==> config.mk <==
export PLATFORM = sky130hd
export DESIGN_NAME = spi_master_arbiter_flat
export DESIGN_NICKNAME = d
export VERILOG_FILES = /design/src/rtl/spi_master_arbiter_pkg.sv /design/src/rtl/spi_master_arbiter_if.sv /design/src/rtl/spi_master_arbiter_rr_picker.sv /design/src/rtl/spi_master_arbiter.sv /design/src/flat_wrapper.sv
export SDC_FILE = /design/constraint.sdc
export NUM_CORES = 1
export LEC_CHECK = 0
export ABC_AREA = 1
export CORE_ASPECT_RATIO = 0.5
export CORE_MARGIN = 1.5
export CORE_UTILIZATION = 45
export DETAILED_ROUTE_END_ITERATION = 7
export GPL_ROUTABILITY_DRIVEN = 0
export PLACE_DENSITY_LB_ADDON = 0.2
export SLEW_MARGIN = 20
export SYNTH_ARGS = -nofsm -noshare
export SYNTH_HDL_FRONTEND = slang
export SYNTH_SLANG_ARGS = --single-unit
export TNS_END_PERCENT = 20
==> constraint.sdc <==
create_clock -name clk -period 3.21 [get_ports clk]
set_clock_uncertainty 0.15 [all_clocks]
set_input_delay 0.642 -clock clk [delete_from_list [all_inputs] [get_ports clk]]
set_output_delay 0.642 -clock clk [all_outputs]
set_load 0.05 [all_outputs]
==> src/rtl/spi_master_arbiter_pkg.sv <==
// spi_arb_pkg: shared types, widths and helpers for the SPI master arbiter.
package spi_arb_pkg;
  localparam int SPI_BYTE_W = 8;
  typedef enum logic [2:0] {IDLE, ISSUE, WAIT, HOLD, GAP} state_e;
  function automatic int clog2(input int v);
    int r;
    r = 0;
    while ((1 << r) < v) r++;
    return r;
  endfunction
endpackage

==> src/rtl/spi_master_arbiter_if.sv <==
// spi_master_arbiter_if: requester bus plus spi_master engine connection.
interface spi_master_arbiter_if
  import spi_arb_pkg::*;
#(
  parameter int NUM_REQ = 4
);
  logic [NUM_REQ-1:0] req, req_last, req_ack, rsp_valid, abort, ss_n;
  logic [NUM_REQ*SPI_BYTE_W-1:0] req_data;
  logic [SPI_BYTE_W-1:0] rsp_data, m_tx_data, m_rx_data;
  logic busy, m_start, m_done;
  modport master (
    input req, req_last, req_data, m_rx_data, m_done,
    output req_ack, rsp_valid, rsp_data, abort, ss_n, busy, m_start, m_tx_data
  );
  modport slave (
    output req, req_last, req_data, m_rx_data, m_done,
    input req_ack, rsp_valid, rsp_data, abort, ss_n, busy, m_start, m_tx_data
  );
endinterface

==> src/rtl/spi_master_arbiter_rr_picker.sv <==
// rr_picker: combinational round-robin pick, first set req at or after ptr with wrap.
module rr_picker
  import spi_arb_pkg::*;
#(
  parameter int NUM_REQ = 4,
  localparam int IW = clog2(NUM_REQ)
) (
  input  logic [NUM_REQ-1:0] req,
  input  logic [IW-1:0]      ptr,
  output logic               valid,
  output logic [IW-1:0]      idx,
  output logic [NUM_REQ-1:0] grant
);
  always_comb begin
    valid = 1'b0;
    idx = ptr;
    // walk from the far end so the nearest candidate to ptr is written last
    for (int k = NUM_REQ - 1; k >= 0; k--) begin
      if (req[IW'((int'(ptr) + k) % NUM_REQ)]) begin
        valid = 1'b1;
        idx = IW'((int'(ptr) + k) % NUM_REQ);
      end
    end
    grant = valid ? NUM_REQ'(1) << idx : '0;
  end
endmodule

==> src/rtl/spi_master_arbiter.sv <==
// spi_master_arbiter: round-robin sharing of one SPI byte engine, burst-locked grants with per-slave selects.
module spi_master_arbiter
  import spi_arb_pkg::*;
#(
  parameter int NUM_REQ = 4,
  parameter int GAP_CYCLES = 4,
  parameter int HOLD_TIMEOUT = 1024
) (
  input logic clk,
  input logic rst_n,
  spi_master_arbiter_if.master bus
);
  localparam int IW = clog2(NUM_REQ);
  localparam int HW = clog2(HOLD_TIMEOUT + 2);
  localparam int GW = clog2(GAP_CYCLES + 1);
  state_e state, state_d;
  logic [IW-1:0] owner, owner_d, rr_ptr, rr_d, pick_idx;
  logic [NUM_REQ-1:0] pick_g, own_oh, ss_d, ack_d, rsp_d, abort_d;
  logic [HW-1:0] hcnt, hcnt_d;
  logic [GW-1:0] gcnt, gcnt_d;
  logic [SPI_BYTE_W-1:0] tx_d, rdata_d;
  logic pick_v, last_q, last_d, done_q, start_d, to_gap;
  rr_picker #(.NUM_REQ(NUM_REQ)) u_pick (
    .req(bus.req), .ptr(rr_ptr), .valid(pick_v), .idx(pick_idx), .grant(pick_g)
  );
  assign own_oh = NUM_REQ'(1) << owner;
  always_comb begin
    state_d = state;
    owner_d = owner;
    rr_d = rr_ptr;
    last_d = last_q;
    hcnt_d = hcnt;
    gcnt_d = gcnt;
    ss_d = bus.ss_n;
    tx_d = bus.m_tx_data;
    rdata_d = bus.rsp_data;
    ack_d = '0;
    rsp_d = '0;
    abort_d = '0;
    start_d = 1'b0;
    to_gap = 1'b0;
    case (state)
      IDLE: if (pick_v) begin
        owner_d = pick_idx;
        ss_d = ~pick_g;
        state_d = ISSUE;
      end
      ISSUE: begin
        start_d = 1'b1;
        tx_d = bus.req_data[int'(owner)*SPI_BYTE_W +: SPI_BYTE_W];
        ack_d = own_oh;
        last_d = bus.req_last[owner];
        state_d = WAIT;
      end
      // only a fresh rising edge of done completes the byte
      WAIT: if (bus.m_done && !done_q) begin
        rdata_d = bus.m_rx_data;
        rsp_d = own_oh;
        hcnt_d = '0;
        to_gap = last_q;
        state_d = last_q ? GAP : bus.req[owner] ? ISSUE : HOLD;
      end
      HOLD: begin
        hcnt_d = hcnt + 1'b1;
        if (bus.req[owner]) begin
          hcnt_d = '0;
          state_d = ISSUE;
        end else if (HOLD_TIMEOUT != 0 && hcnt_d == HW'(HOLD_TIMEOUT)) begin
          abort_d = own_oh;
          to_gap = 1'b1;
        end
      end
      GAP: begin
        gcnt_d = gcnt + 1'b1;
        state_d = gcnt == GW'(GAP_CYCLES - 1) ? IDLE : GAP;
      end
      default: state_d = IDLE;
    endcase
    if (to_gap) begin
      state_d = GAP;
      ss_d = '1;
      gcnt_d = '0;
      hcnt_d = '0;
      rr_d = owner == IW'(NUM_REQ - 1) ? '0 : owner + 1'b1;
    end
  end
  always_ff @(posedge clk) begin
    if (!rst_n) begin
      state <= IDLE;
      owner <= '0;
      rr_ptr <= '0;
      last_q <= 1'b0;
      hcnt <= '0;
      gcnt <= '0;
      done_q <= 1'b0;
      bus.req_ack <= '0;
      bus.rsp_valid <= '0;
      bus.abort <= '0;
      bus.m_start <= 1'b0;
      bus.rsp_data <= '0;
      bus.m_tx_data <= '0;
      bus.ss_n <= '1;
      bus.busy <= 1'b0;
    end else begin
      state <= state_d;
      owner <= owner_d;
      rr_ptr <= rr_d;
      last_q <= last_d;
      hcnt <= hcnt_d;
      gcnt <= gcnt_d;
      done_q <= bus.m_done;
      bus.req_ack <= ack_d;
      bus.rsp_valid <= rsp_d;
      bus.abort <= abort_d;
      bus.m_start <= start_d;
      bus.rsp_data <= rdata_d;
      bus.m_tx_data <= tx_d;
      bus.ss_n <= ss_d;
      bus.busy <= state_d != IDLE;
    end
  end
endmodule

==> src/flat_wrapper.sv <==
// flat-port wrapper written by rule: the top's interface ports become plain ports
module spi_master_arbiter_flat import spi_arb_pkg::*;
#(
  parameter int NUM_REQ = 4,
  parameter int GAP_CYCLES = 4,
  parameter int HOLD_TIMEOUT = 1024
)
  (clk, rst_n, bus_req, bus_req_last, bus_req_data, bus_m_rx_data, bus_m_done, bus_req_ack, bus_rsp_valid, bus_rsp_data, bus_abort, bus_ss_n, bus_busy, bus_m_start, bus_m_tx_data);
  spi_master_arbiter_if #(.NUM_REQ(NUM_REQ)) bus_i ();
  input logic clk;
  input logic rst_n;
  input wire logic [$bits(bus_i.req)-1:0] bus_req;
  input wire logic [$bits(bus_i.req_last)-1:0] bus_req_last;
  input wire logic [$bits(bus_i.req_data)-1:0] bus_req_data;
  input wire logic [$bits(bus_i.m_rx_data)-1:0] bus_m_rx_data;
  input wire logic [$bits(bus_i.m_done)-1:0] bus_m_done;
  output wire logic [$bits(bus_i.req_ack)-1:0] bus_req_ack;
  output wire logic [$bits(bus_i.rsp_valid)-1:0] bus_rsp_valid;
  output wire logic [$bits(bus_i.rsp_data)-1:0] bus_rsp_data;
  output wire logic [$bits(bus_i.abort)-1:0] bus_abort;
  output wire logic [$bits(bus_i.ss_n)-1:0] bus_ss_n;
  output wire logic [$bits(bus_i.busy)-1:0] bus_busy;
  output wire logic [$bits(bus_i.m_start)-1:0] bus_m_start;
  output wire logic [$bits(bus_i.m_tx_data)-1:0] bus_m_tx_data;
  assign bus_i.req = bus_req;
  assign bus_i.req_last = bus_req_last;
  assign bus_i.req_data = bus_req_data;
  assign bus_i.m_rx_data = bus_m_rx_data;
  assign bus_i.m_done = bus_m_done;
  assign bus_req_ack = bus_i.req_ack;
  assign bus_rsp_valid = bus_i.rsp_valid;
  assign bus_rsp_data = bus_i.rsp_data;
  assign bus_abort = bus_i.abort;
  assign bus_ss_n = bus_i.ss_n;
  assign bus_busy = bus_i.busy;
  assign bus_m_start = bus_i.m_start;
  assign bus_m_tx_data = bus_i.m_tx_data;
  spi_master_arbiter #(.NUM_REQ(NUM_REQ), .GAP_CYCLES(GAP_CYCLES), .HOLD_TIMEOUT(HOLD_TIMEOUT)) u_core (.clk(clk), .rst_n(rst_n), .bus(bus_i));
endmodule
Fig. 1: metal 1
The bar under the picture is 20 um long.
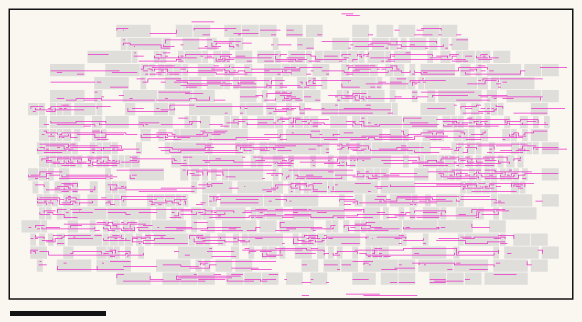
The longest straight run is 34.5 um. The layer carries 3750 um of wire. The layer holds 48% of the routed length.

Fig. 2: signal wires on met2
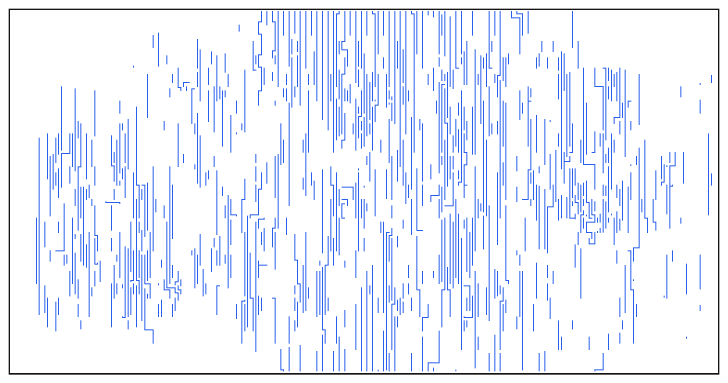
The longest straight run is 29.2 um. The layer holds 46% of the routed length. The layer carries 3600 um of wire. The wires run mostly vertical.
Post-Route WL: 7770 um
vias: 2985
M2 GR Usage: 36.1%

Fig. 3: met3 routing
The bar under the picture is 20 um long.
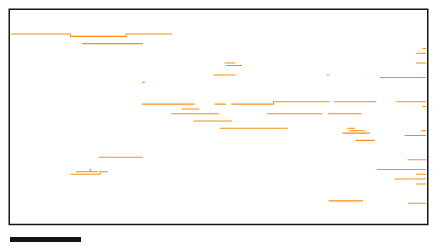
The layer holds 4.3% of the routed length. The wires run mostly horizontal. The longest straight run is 18.9 um. 29 nets have wire on it.
met3 Use GR: 7.51%

==> results.tsv <==
stage	metric	value	unit
final_layout	tally of non-filler cells in the final layout	615	
power_and_ir_drop	P per Cell Area	559	nW/um2
clock_tree	TritonCTS clock tree	built	
clock_tree	post-CTS setup buffer count	0	
setup_path	worst path arrival time	2460	ps
global_route	first-pass GRT wire length	12400	um
final_timing	Setup TNS Final	0	ps
floorplanning	Row Count	20	
job	Max Cap Viol	0	
run_status	status	completed	
logic_synthesis	Syn Std Cell Area	2940	um2
clock_tree	Root Buffer	clkbuf_16	
final_timing	RSZ-0062 raised after global routing	false	
job	tool warnings	30	
logic_synthesis	YS chip area	2940	um2
final_timing	Worst-Margin Slew	525	ps
setup_path	Crit Path Category	in -> reg	
power_and_ir_drop	Leakage	0.00176	uW
floorplanning	die height	60.1	um
clock_tree	Clock Tree Buf Depth	2	
floorplanning	Die Width	117	um
setup_path	worst-path fanout max	10	
global_route	vias in the first global route	2701	
final_timing	Hold Vio Cnt, Final	0	
final_layout	Top Layout Cells	nand2_1, nor2_1, clkdlybuf4s50_1	
final_layout	n_diodes	0	
logic_synthesis	Syn. warnings	0	
logic_synthesis	syn avg cell area	6.74	um2
logic_synthesis	flops out of synthesis	57	
global_route	initial antenna violation count	0	
setup_path	Worst EP required	3270	ps
route	post-route ant nets	0	
min_path	min-delay worst type	reg -> reg	
global_route	global-route usage over all layers	23.6	%
clock_tree	H-tree Lvls	3	
final_timing	final max-slew violation count	0	
clock_tree	CTS resizes	0	
route	Pre-antenna DRT Iters	4	
placement	placed inst area	3840	um2
setup_path	crit start category	input port	
min_path	hold path depth	2	
logic_synthesis	number of nets at floorplan	495	
final_layout	Top cell excl fill/tap	nand2_1	
final_layout	Syn-to-layout area delta	42.0	%
logic_synthesis	Yosys Instances	436	
logic_synthesis	Distinct lib cells used	29	
clock_tree	CTS Hold Bufs	0	
floorplanning	Ports	85	
global_route	GR Overflow Total	0	
setup_path	endpoint class of the critical path	register	
clock_tree	CTS Buf Count	9	
route	violation tally from detailed-route iteration zero	270	
route	# DRC	0	
final_layout	share of cells above drive strength 1	9.68	%
final_timing	final setup violation count	0	
logic_synthesis	Seq/Total Area, Yosys	38.9	%
floorplanning	Chip Area	7050	um2
placement	I/O Buffers	84	
placement	hpwl dp	5640	um
placement	placed insts	599	
final_timing	cycle use final	74.9	%
clock_tree	clk slew on worst S/H paths	50	ps
final_timing	headroom to the max-slew limit	64.9	%
route	drt via density	4.85	
final_timing	Tmin final	2400	ps
clock_tree	later-pin clock latency in the skew report	330	ps
final_layout	Total Nets Final	581	
global_route	largest net degree at the start of global routing	21	
final_timing	fmax	416	MHz
setup_path	R2R setup slack	1020	ps
route	Routed wire per std cell	12.6	um
final_layout	final core utilization	67.5	%
setup_path	Register-to-Register Path Depth	10	
floorplanning	core area	6180	um2
power_and_ir_drop	worst vdd ir	287	uV
final_timing	WHS	331	ps
logic_synthesis	Cells after Synth	436	
floorplanning	Core Util at FP	47.5	%
Fig. 4: cells by drive strength
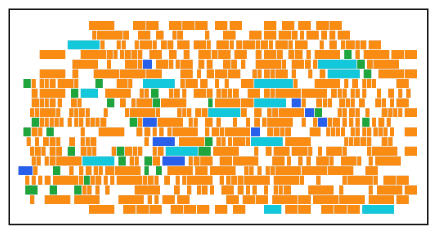
_3 and _4 cells: shown in blue, cells 9. _6 and larger: shown in cyan, cells 13. _0 and _1 cells: shown in orange, cells 476. _2 cells: shown in green, cells 29.
post-route cell area: 4170 um2
final worst setup slack: 806 ps

Fig. 5: clock nets
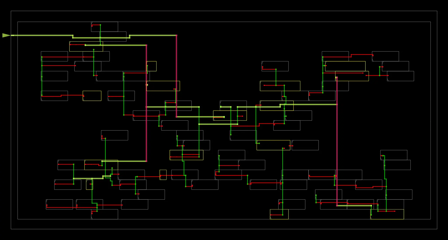
Seq cells: 57
TritonCTS Sinks: 57

## kinds of logic (layout without fill, tap and decap cells)
group / after synthesis / after routing / synth area share, %
AND-OR/OR-AND: 73 / 73 / 13.1
XOR/XNOR: 2 / 2 / 0.597
AND/OR/NAND/NOR: 229 / 229 / 34.5
buffers and inverters: 67 / 158 / 9.54
flip-flops: 57 / 57 / 38.9
adder cells (fa/ha/maj): 8 / 8 / 3.41
## worst max-delay path, stage by stage
cell and delay (ps):
clkdlybuf4s50_1 430, inv_1 70, nor2_1 70, nand2_2 170, clkinv_1 290, nand2_1 340
nand2_1 160, nor2_2 190, nand3_1 90
## metrics by stage
stage	power (uW)	setup WS [ps]
3_3_place_gp	1300	533
2_1_floorplan	1120	1280
5_1_grt	2430	673
3_5_place_dp	1300	509
4_1_cts	2350	834
6_report	2330	806
## flip-flops by register name (all words and copies together) (netlist names)
signal,count
u_core.hcnt,11
u_core.done_q,1
u_core.bus.rsp_data,8
u_core.bus.m_start,1
u_core.bus.m_tx_data,8
u_core.last_q,1
u_core.gcnt,3
u_core.owner,2
u_core.bus.rsp_valid,4
u_core.state,3
u_core.bus.abort,4
u_core.rr_ptr,2
u_core.bus.req_ack,4
u_core.bus.ss_n,4
u_core.bus.busy,1
## path summary, 6_finish.rpt
check	from	end
worst max-delay path	bus_m_done	u_core.bus.ss_n[0]$_SDFFE_PP1P_
worst min-delay path	u_core.gcnt[1]$_SDFFE_PP0N_	u_core.gcnt[1]$_SDFFE_PP0N_
worst min register to register	u_core.gcnt[1]$_SDFFE_PP0N_	u_core.gcnt[1]$_SDFFE_PP0N_
worst max register to register	u_core.hcnt[0]$_SDFFE_PP0P_	u_core.hcnt[1]$_SDFFE_PP0P_
## routing by layer
metal	global-route usage, %	up-vias	wire length [um]
met5	0	-	0
met1	30.9	1364	3750
met4	9.47	0	89
met2	36.1	58	3600
met3	7.51	9	333
li1	-	1554	-
## where the power goes
group          switching (uW)  total (uW)  internal [uW]
clock network             319        1040            717
registers                30.8         788            757
logic                     320         508            188
total                     670        2330           1660
## synth_stat cells, drive strengths merged
cell / n / area (um2)
dfxtp: 57 / 1140
clkbuf: 8 / 30.0
clkinv: 1 / 3.75
o22ai: 11 / 68.8
nand4: 5 / 31.3
a21oi: 12 / 60.1
a21boi: 1 / 7.51
buf: 5 / 47.5
nand2: 90 / 343
xnor2: 2 / 17.5
inv: 53 / 199
a22oi: 1 / 7.51
nor2: 102 / 438
or2: 5 / 31.3
o21ai: 48 / 240
ha: 8 / 100
nor3: 1 / 10.0
nand3: 26 / 160
## final cells by class
class | count | area, um2
clock buffer | 11 | 253
clock inverter | 5 | 77.6
fill | 556 | 2010
inverter | 54 | 203
multi-input combinational | 312 | 1520
sequential | 57 | 1140
tap | 88 | 110
timing repair buffer | 88 | 871
Power is estimated from default activity; no workload was simulated.
